[src/rtl/sprite_pkg.sv]
// rtl/sprite_pkg.sv - shared sprite geometry constants, fetch states and pixel type
package sprite_pkg;

  localparam int SPR_W  = 16;
  localparam int SPR_H  = 28;
  localparam int ADDR_W = 9;

  typedef enum logic [1:0] {IDLE, FETCH, DRAIN} fetch_state_t;

  typedef struct packed {
    logic [3:0] r;
    logic [3:0] g;
    logic [3:0] b;
  } rgb4_t;

endpackage

[src/rtl/sprite_line_buffer.sv]
// rtl/sprite_line_buffer.sv - one sprite row of rgb4 pixels, sync write, combinational read
module sprite_line_buffer
  import sprite_pkg::*;
#(
  parameter int DEPTH = SPR_W,
  parameter int IW    = $clog2(DEPTH)
) (
  input  logic          clock,
  input  logic          we,
  input  logic [IW-1:0] waddr,
  input  rgb4_t         wdata,
  input  logic [IW-1:0] raddr,
  output rgb4_t         rdata
);

  rgb4_t mem [DEPTH];

  always_ff @(posedge clock) begin
    if (we) mem[waddr] <= wdata;
  end

  assign rdata = mem[raddr];

endmodule

[src/rtl/sprite_line_fetcher.sv]
// rtl/sprite_line_fetcher.sv - fetches next line's sprite row during hblank, streams pixels by hcount
// Optional colour-key transparency is enabled by defining SPRITE_TRANSPARENCY_EN.
module sprite_line_fetcher
  import sprite_pkg::*;
#(
  parameter int         SPR_W   = sprite_pkg::SPR_W,
  parameter int         SPR_H   = sprite_pkg::SPR_H,
  parameter int         ADDR_W  = sprite_pkg::ADDR_W,
  parameter int         V_TOTAL = 525,
  parameter logic [3:0] KEY     = 4'hF
) (
  input  logic              clock,
  input  logic              reset,
  input  logic [9:0]        hcount,
  input  logic [9:0]        vcount,
  input  logic              line_start,
  input  logic [9:0]        sprite_x,
  input  logic [9:0]        sprite_y,
  output logic [ADDR_W-1:0] rom_addr,
  input  logic [7:0]        rom_r,
  input  logic [7:0]        rom_g,
  input  logic [7:0]        rom_b,
  output logic              busy,
  output logic              fetch_done,
  output logic              pix_valid,
  output logic [3:0]        pix_r,
  output logic [3:0]        pix_g,
  output logic [3:0]        pix_b
);

  localparam int IW = $clog2(SPR_W);
`ifdef SPRITE_TRANSPARENCY_EN
  localparam bit TRANSP = 1'b1;
`else
  localparam bit TRANSP = 1'b0;
`endif

  fetch_state_t       state;
  logic [IW-1:0]      idx;
  logic [9:0]         x_lat;
  logic               row_hit;
  logic [9:0]         nxt;
  logic signed [10:0] row;
  logic signed [10:0] col;
  logic               row_in_range;
  logic               hit_pix;
  logic               transparent;
  logic [ADDR_W-1:0]  base;
  logic               we;
  logic [IW-1:0]      waddr;
  rgb4_t              wdata;
  rgb4_t              rdata;
  logic               unused_hi;

  assign unused_hi = ^{rom_r[7:4], rom_g[7:4], rom_b[7:4]};

  assign nxt          = (vcount == 10'(V_TOTAL - 1)) ? 10'd0 : vcount + 10'd1;
  assign row          = $signed({1'b0, nxt}) - $signed({1'b0, sprite_y});
  assign row_in_range = (row >= 11'sd0) && (row < 11'(SPR_H));
  assign base         = ADDR_W'(row * SPR_W);

  // ROM data lags the address by one cycle, so FETCH writes the previous slot and DRAIN the last one.
  assign we    = !line_start && ((state == FETCH && idx != '0) || state == DRAIN);
  assign waddr = (state == DRAIN) ? idx : idx - IW'(1);
  assign wdata = {rom_r[3:0], rom_g[3:0], rom_b[3:0]};

  assign col     = $signed({1'b0, hcount}) - $signed({1'b0, x_lat});
  assign hit_pix = row_hit && (col >= 11'sd0) && (col < 11'(SPR_W));

  assign transparent = TRANSP && (rdata.r == KEY) && (rdata.g == KEY) && (rdata.b == KEY);

  sprite_line_buffer #(.DEPTH(SPR_W), .IW(IW)) u_buf (
    .clock (clock),
    .we    (we),
    .waddr (waddr),
    .wdata (wdata),
    .raddr (col[IW-1:0]),
    .rdata (rdata)
  );

  always_ff @(posedge clock) begin
    if (reset) begin
      state      <= IDLE;
      idx        <= '0;
      rom_addr   <= '0;
      busy       <= 1'b0;
      fetch_done <= 1'b0;
      row_hit    <= 1'b0;
      x_lat      <= '0;
      pix_valid  <= 1'b0;
      pix_r      <= '0;
      pix_g      <= '0;
      pix_b      <= '0;
    end else begin
      fetch_done <= 1'b0;
      // A new line_start always wins, which also aborts any fetch still in flight.
      if (line_start) begin
        x_lat   <= sprite_x;
        row_hit <= row_in_range;
        idx     <= '0;
        if (row_in_range) begin
          state    <= FETCH;
          busy     <= 1'b1;
          rom_addr <= base;
        end else begin
          state <= IDLE;
          busy  <= 1'b0;
        end
      end else begin
        case (state)
          FETCH: begin
            if (idx == IW'(SPR_W - 1)) begin
              state      <= DRAIN;
              fetch_done <= 1'b1;
            end else begin
              idx      <= idx + IW'(1);
              rom_addr <= rom_addr + ADDR_W'(1);
            end
          end
          DRAIN: begin
            state <= IDLE;
            busy  <= 1'b0;
          end
          default: state <= IDLE;
        endcase
      end

      pix_valid <= hit_pix && !transparent;
      if (hit_pix && !transparent) begin
        pix_r <= rdata.r;
        pix_g <= rdata.g;
        pix_b <= rdata.b;
      end else begin
        pix_r <= '0;
        pix_g <= '0;
        pix_b <= '0;
      end
    end
  end

endmodule
[config.mk]
export PLATFORM = sky130hd
export DESIGN_NAME = sprite_line_fetcher
export DESIGN_NICKNAME = d
export VERILOG_FILES = /design/src/rtl/sprite_pkg.sv /design/src/rtl/sprite_line_buffer.sv /design/src/rtl/sprite_line_fetcher.sv
export SDC_FILE = /design/constraint.sdc
export NUM_CORES = 1
export LEC_CHECK = 0
export CAP_MARGIN = 20
export CORE_AREA = 2 2 165 167
export DETAILED_ROUTE_END_ITERATION = 8
export DIE_AREA = 0 0 167 169
export GPL_ROUTABILITY_DRIVEN = 0
export GPL_TIMING_DRIVEN = 0
export PLACE_DENSITY_LB_ADDON = 0.2
export SYNTH_ARGS = -nofsm -noshare
export SYNTH_HDL_FRONTEND = slang
export SYNTH_SLANG_ARGS = --single-unit
[constraint.sdc]
create_clock -name clock -period 7.1 [get_ports clock]
set_input_delay 1.42 -clock clock [delete_from_list [all_inputs] [get_ports clock]]
set_output_delay 1.42 -clock clock [all_outputs]
set_load 0.05 [all_outputs]
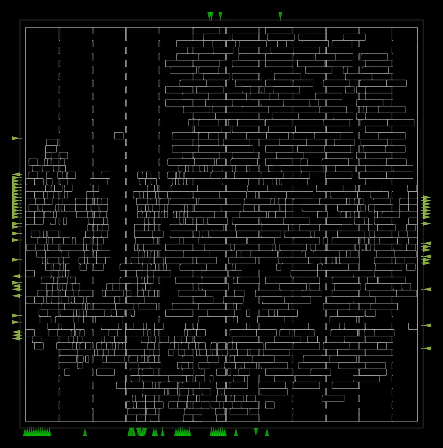
**Above:** cell placement.
filler instances: 2289
flip-flops: 233
Tap Count: 341
fin cells: 1178
Finished Core Util: 47.3%

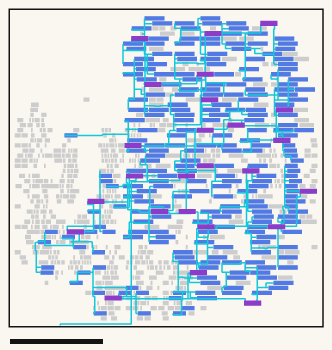
**Above:** clock wires, drivers and flops.
The bar under the picture is 50 microns long.
Key: flip-flops = blue [count 233]; clock wires = cyan [length 2570 microns]; cells driving clock nets = purple [count 25]
There are 26 routed clock nets.
clock share of power: 40.5%
Worst-Skew Late Latency: 0.51 ns

==> ci_impl_report.md <==
### Metrics collected by this job

| Metric | Value |
|---|---|
| Pre-CTS worst setup slack | `1.50 ns` |
| Worst setup path endpoint | `rom_addr[8]` |
| Met2 routed WL | `12100 microns` |
| Synth Net Count | `793` |
| Seq/Total Area, Yosys | `63.5%` |
| Post-layout min period | `5.11 ns` |
| PD cells | `251 nW/um^2` |
| Global routing usage on met1 | `19.8%` |
| Non-clk bufs | `121` |
| Worst Hold Class | `flip-flop to flip-flop` |
| Adder share | `3.40%` |
| Vias in the first global route | `6500` |
| Synthesized registers | `233` |
| WHS Endpoint | `row_hit` |
| Area delta synth->final | `20.9%` |
| Site Rows | `60` |
| Clock network power | `1.27 mW` |
| Post-Syn Instances | `699` |
| Die Area | `28200 sq um` |
| Area share, top type | `55.5%` |
| Xor/xnor share | `1.43%` |
| Largest delay share family, worst path | `simple AND/OR/NAND/NOR gates` |
| Critical Path AT | `5.54 ns` |
| Netlist cell types | `61` |
| Comb group | `0.390 mW` |
| Sw Ratio | `22.9%` |
| Top post-synthesis cells by area | `edfxtp_1, mux4_2, dfxtp_1` |
| Fin. Hold Viols | `0` |
| DR pass1 iterations | `6` |
| Worst R2R Setup Slack | `3.65 ns` |
| Reg power frac | `47.2%` |
| OpenROAD warnings | `40` |
| Post-route DRC | `0` |
| Via Count | `6267` |
| Setup Total Neg Slack | `0 ns` |
| GRT Util Overall | `16.3%` |
| Dpl cells | `1132` |
| # Cells Yosys | `699` |
| Top cells by count | `edfxtp_1, nor2_1, mux4_2, dfxtp_1, inv_1` |
| Layout Nets | `913` |
| Logic family by area | `multiplexers` |
| Worst Setup Slack, final | `1.99 ns` |
| Status | `finished clean` |
| Top routing layer used | `met4` |
| Reg-to-reg endpoint | `pix_b[0]` |
| Static Leak | `4.23 nW` |
| Post-route cell area | `12500 sq um` |
| Comb pwr share | `12.4%` |
| Critical path class | `primary input to flip-flop` |
| Worst-Margin Slew | `0.849 ns` |
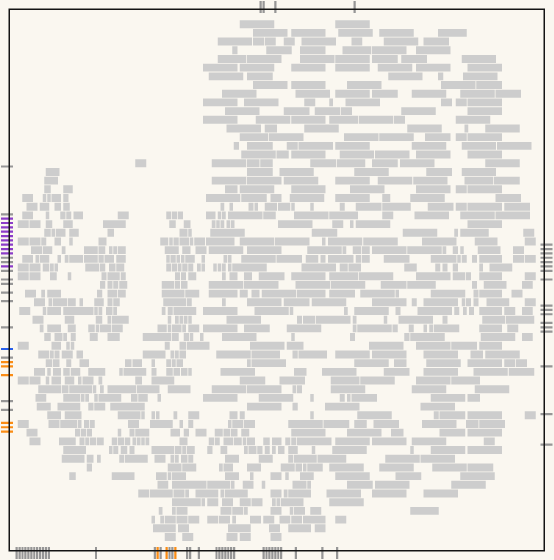
**Above:** pin map.
Pins as bars across the die edge, other pins in grey.
Key: `busy` = blue [pins 1, direction output, edge left]; `rom_addr` = orange [pins 9, direction output, edge 6 left, 3 bottom]; `vcount` = purple [pins 10, direction input, edge left]
I/O Buffers: 76
Die Wd: 167 microns
Die H: 169 microns

-- per-stage QoR --
| step | hold slack [ns] | power [mW] | util, % |
|---|---|---|---|
| finish | 0.443 | 3.15 | 47.3 |
| global route | 0.476 | 3.26 | 47.3 |
| CTS | 0.443 | 3.18 | 47.3 |
| detailed placement | 0.432 | 1.90 | 44.2 |
| global placement | 0.432 | 1.90 | 43.6 |
| floorplan | 0.416 | 1.77 | - |
-- worst register-to-register path, delay by kind of cell (launching register included) --
kind	cells	cell delay, ns
fa+ha+maj	2	0.69
compound gates	1	0.22
flops	1	0.34
buf+inv	3	1.25
mux	2	0.65
simple gates	2	0.14
-- registers in the layout (all words and copies together) (netlist names), 2 cells and up --
register,count
x_lat,10
u_buf.mem,192
pix_g,4
rom_addr,9
pix_r,4
state,2
pix_b,4
idx,4
Power is estimated from default activity; no workload was simulated.
